==> config.mk <==
export PLATFORM = sky130hd
export DESIGN_NAME = mult_div_unit
export DESIGN_NICKNAME = d
export VERILOG_FILES = /design/src/rtl/mult_div_unit_pkg.sv /design/src/rtl/mult_div_unit_sign_fix.sv /design/src/rtl/mult_div_unit.sv
export SDC_FILE = /design/constraint.sdc
export NUM_CORES = 1
export LEC_CHECK = 0
export CAP_MARGIN = 25
export CORE_MARGIN = 2
export CORE_UTILIZATION = 50
export DETAILED_ROUTE_END_ITERATION = 6
export MAX_ROUTING_LAYER = met4
export PLACE_DENSITY_LB_ADDON = 0.05
export SLEW_MARGIN = 20
export SYNTH_ARGS = -nofsm -noshare
export SYNTH_HDL_FRONTEND = slang
export SYNTH_HIERARCHICAL = 1
export SYNTH_SLANG_ARGS = --single-unit
==> constraint.sdc <==
create_clock -name clock -period 9.1 [get_ports clock]
set_input_delay 1.365 -clock clock [delete_from_list [all_inputs] [get_ports clock]]
set_output_delay 1.365 -clock clock [all_outputs]
set_load 0.01 [all_outputs]
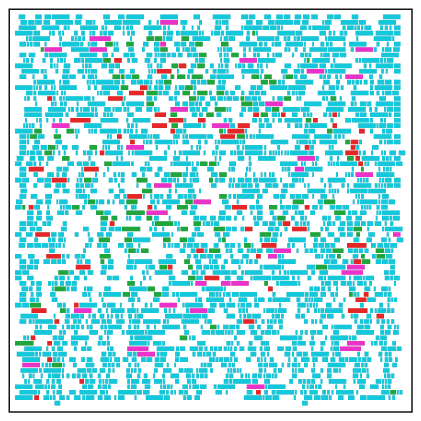
(images/sizes.png)
Scale: 2 px per um.
size	color	cells
_3 and _4 cells	red	68
_0 and _1 cells	cyan	2224
_6 and larger	magenta	37
_2 cells	green	134
area grow syn2layout: 15.2%
final instance area: 22300 sq um
Repair and plain buffers: 194

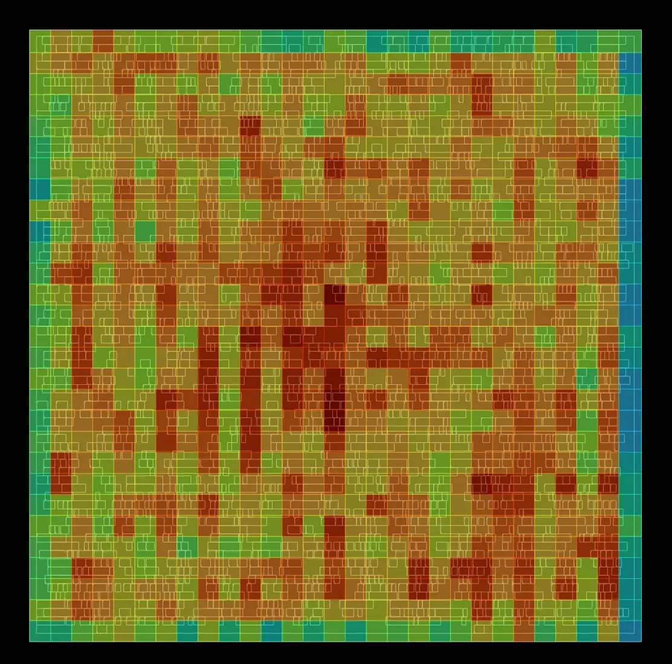
(images/congestion.png)
Total Routing Usage GR: 0.350
share of the core filled with cells in the final layout: 0.580
global routing usage on met1: 0.500
global-route track usage on met2: 0.520
wire length per cell: 23.4 um

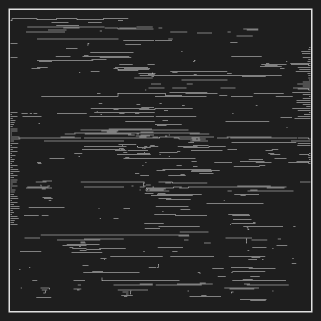
(images/layer_met3.png)
Scale: 1.5 px per um.
share of all routed wire	7.2%
wire length on this layer	4990 um
total via count after detailed routing: 18659
final routed wirelength across all metal layers: 69800 um
grt met3 use: 0.0422

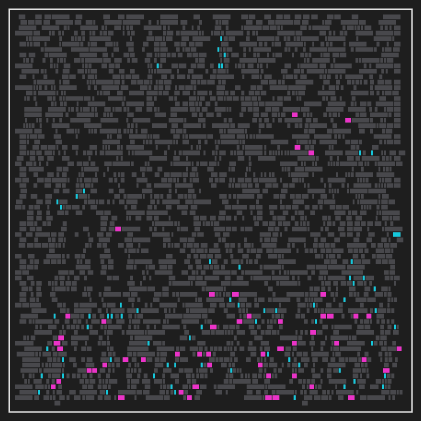
(images/logic_types.png)
Scale: 2 px per um.
family	color	cells	most used
inv cells	cyan	65	inv_1
non-inverting ao/oa cells	magenta	51	a21o_1
non-filler instance count after layout: 2981
top logic cell by instance count in the layout: sky130_fd_sc_hd__nand2_1

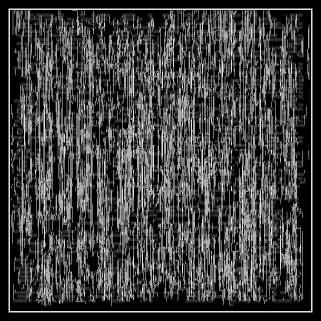
(images/layer_met2.png)
Scale: 1.5 px per um.
longest straight run	104 um
share of all routed wire	44%
wire length on this layer	30.4 mm
main direction	vertical

==> flow_metrics.env <==
# source this file to load flow results
export IMPL_outcome="finished clean"
export IMPL_fp_dieW_um=201
export IMPL_cts_repair_resized=0
export IMPL_drt_via_density=6.26
export IMPL_post_synth_top_area_fraction=0.267
export IMPL_synth_warn=6
export IMPL_synth_ff_latch_count=206
export IMPL_post_cts_setup_buffer_count=0
export IMPL_timing_final_setup_violations=0
export IMPL_yosysSeqAreaShare=0.267
export IMPL_nets=2620
export IMPL_proportion_of_layout_cells_with_a_drive_suffix_above_1=0.0970
export IMPL_yosys_dominant_comb_family="AND-OR/OR-AND gates"
export IMPL_detail_route_first_pass_iterations=7
export IMPL_clockRootBuffer="sky130_fd_sc_hd__clkbuf_16"
export IMPL_tritoncts="built"
export IMPL_postSynth_topFlopCell="sky130_fd_sc_hd__dfrtp_1"
export IMPL_synth_top_cell_by_count="sky130_fd_sc_hd__nand2_1"
export IMPL_ir_drop_mv=0.269
export IMPL_antenna_found_initial=0
export IMPL_critPathCaptureType="flop"
export IMPL_maximum_number_of_pins_on_one_net_before_global_route_repair=99
export IMPL_worst_slew_pin_transition_ps=1080
export IMPL_setup_worst_path_class="reg -> reg"
export IMPL_design_portCount=170
export IMPL_startpoint_type="flop"
export IMPL_timing_max_slew_rel_slack=0.280
export IMPL_synth_adder_area_share=0.0480
export IMPL_synth_xor_area_share=0.105
export IMPL_finalHoldViolCount=0
export IMPL_syn_area_sq_um=19300
export IMPL_max_clock_path_buffers=3
export IMPL_path_clk_slew_ps=60
export IMPL_stage_log_warnings=26
export IMPL_setup_slack_on_the_worst_flop_to_flop_path_ps=5050
export IMPL_min_path_cells=2
export IMPL_cell_types_occupying_the_most_area_after_synthesis="sky130_fd_sc_hd__dfrtp_1 27%, sky130_fd_sc_hd__xnor2_1 9.5%, sky130_fd_sc_hd__nand2_1 6.2%"
export IMPL_postSynthCellCount=2363
export IMPL_max_clock_freq_ghz=0.247
export IMPL_grt_pass1_wl_um=107000
export IMPL_clock_sinks=206
export IMPL_via_count_of_the_first_global_routing_pass=17560
export IMPL_yosysCellCount=2363
export IMPL_crit_path_max_fanout=43
export IMPL_grt_setup_unrepaired="false"
export IMPL_timing_final_crit_period_ps=4050
export IMPL_antenna_viol_nets_final=0
export IMPL_max_ffs_per_register=64
export IMPL_ff2ff_path_depth=13
export IMPL_floorplan_die_area_sq_um=40300
export IMPL_mux_share=0.0979
export IMPL_gp_routability_congestion=1.01
export IMPL_static_leakage_power_nw=8.90
export IMPL_avgSynthCellArea_sq_um=8.18
export IMPL_yosysChipArea_sq_um=19300
export IMPL_htree_num_levels=1
export IMPL_fin_tns_setup_ps=0
export IMPL_fin_skew_ps=10.5
export IMPL_fp_coreArea_sq_um=38400
export IMPL_hp_class="reg -> reg"
export IMPL_post_route_drc_count=0
export IMPL_synth_simple_area_share=0.214
export IMPL_fin_crit_sh=0.445
export IMPL_antennaDiodeCount=0
export IMPL_timing_max_cap_violations=0
export IMPL_cp_arrival_ps=4490
export IMPL_synth_lib_cells_used_distinct=88
export IMPL_hold_buffers=0
export IMPL_port_buf_inserts=169
export IMPL_clock_insertion_delay_worst_skew_ps=560
export IMPL_floorplan_row_count=72
export IMPL_ys_async_sr_fraction=1.00
export IMPL_whs_ps=478
export IMPL_ys_top_cells_by_count="318 x sky130_fd_sc_hd__nand2_1, 209 x sky130_fd_sc_hd__xnor2_1, 206 x sky130_fd_sc_hd__dfrtp_1"
export IMPL_mappedNetlistNets=2539
export IMPL_place_detailed_hpwl_um=52300
export IMPL_most_instantiated_logic_cells_after_routing="318 x sky130_fd_sc_hd__nand2_1, 209 x sky130_fd_sc_hd__xnor2_1, 201 x sky130_fd_sc_hd__dfrtp_1, 194 x sky130_fd_sc_hd__a21oi_1, 193 x sky130_fd_sc_hd__o21ai_0"
export IMPL_synth_compound_gate_area_share=0.225
export IMPL_dr_first_iter_drc_count=1967
export IMPL_fp_util=0.504
export IMPL_height_of_the_die_um=201
export IMPL_drv_slew=0
export IMPL_top_area_cell="sky130_fd_sc_hd__dfrtp_1"
export IMPL_power_density_nw_per_um2=407
export IMPL_cts_buffers_inserted=26
export IMPL_enable_flop_cells=0
export IMPL_critPathRequiredTime_ps=9530
export IMPL_globalRouteOverflowTotal=0
==> area by class of cell <==
class | instances | area [sq um]
clock buffers | 31 | 699
clock inverters | 16 | 234
fillers | 3602 | 16100
inverters | 65 | 251
multi-input cells | 1951 | 13400
flip-flops and latches | 206 | 5160
well taps | 518 | 648
repair buffers | 194 | 1870
==> metrics by stage <==
stage | worst slack [ps] | total power (W) | instance area [sq um] | instances
after floorplan | 2110 | 0.00599 | 19300 | 2363
after global placement | 4990 | 0.00773 | 21300 | 2934
after detailed placement | 4970 | 0.00781 | 21300 | 2934
after CTS | 5130 | 0.00898 | 22300 | 2981
after global routing | 4730 | 0.00969 | 22300 | 2981
final | 5050 | 0.00905 | 22300 | 2981
==> worst max-delay path, stage by stage (launching register included) <==
cell,delay (ps)
sky130_fd_sc_hd__dfrtp_2,920
sky130_fd_sc_hd__and2_1,230
sky130_fd_sc_hd__ha_1,200
sky130_fd_sc_hd__inv_1,70
sky130_fd_sc_hd__fa_1,390
sky130_fd_sc_hd__nand2b_1,210
sky130_fd_sc_hd__a21oi_1,200
sky130_fd_sc_hd__and4_1,320
sky130_fd_sc_hd__o21ai_1,160
sky130_fd_sc_hd__o31ai_1,510
sky130_fd_sc_hd__a21o_1,200
sky130_fd_sc_hd__a21oi_1,70
sky130_fd_sc_hd__xnor2_1,130
sky130_fd_sc_hd__a221o_1,310
==> metal layers <==
layer	part of all wire	vias to the layer above	track usage
met1	0.46	9074	0.500
met2	0.44	777	0.520
met5	0	-	-
met3	0.072	99	0.0422
met4	0.030	0	0.104
li1	-	8709	-
==> power breakdown <==
group	internal, W	switching, W
Sequential	0.00135	0.000813
Combinational	0.00249	0.00326
Clock	0.000693	0.000446
Total	0.00454	0.00452
No activity file was given, so power comes from the tool's default toggle rates.
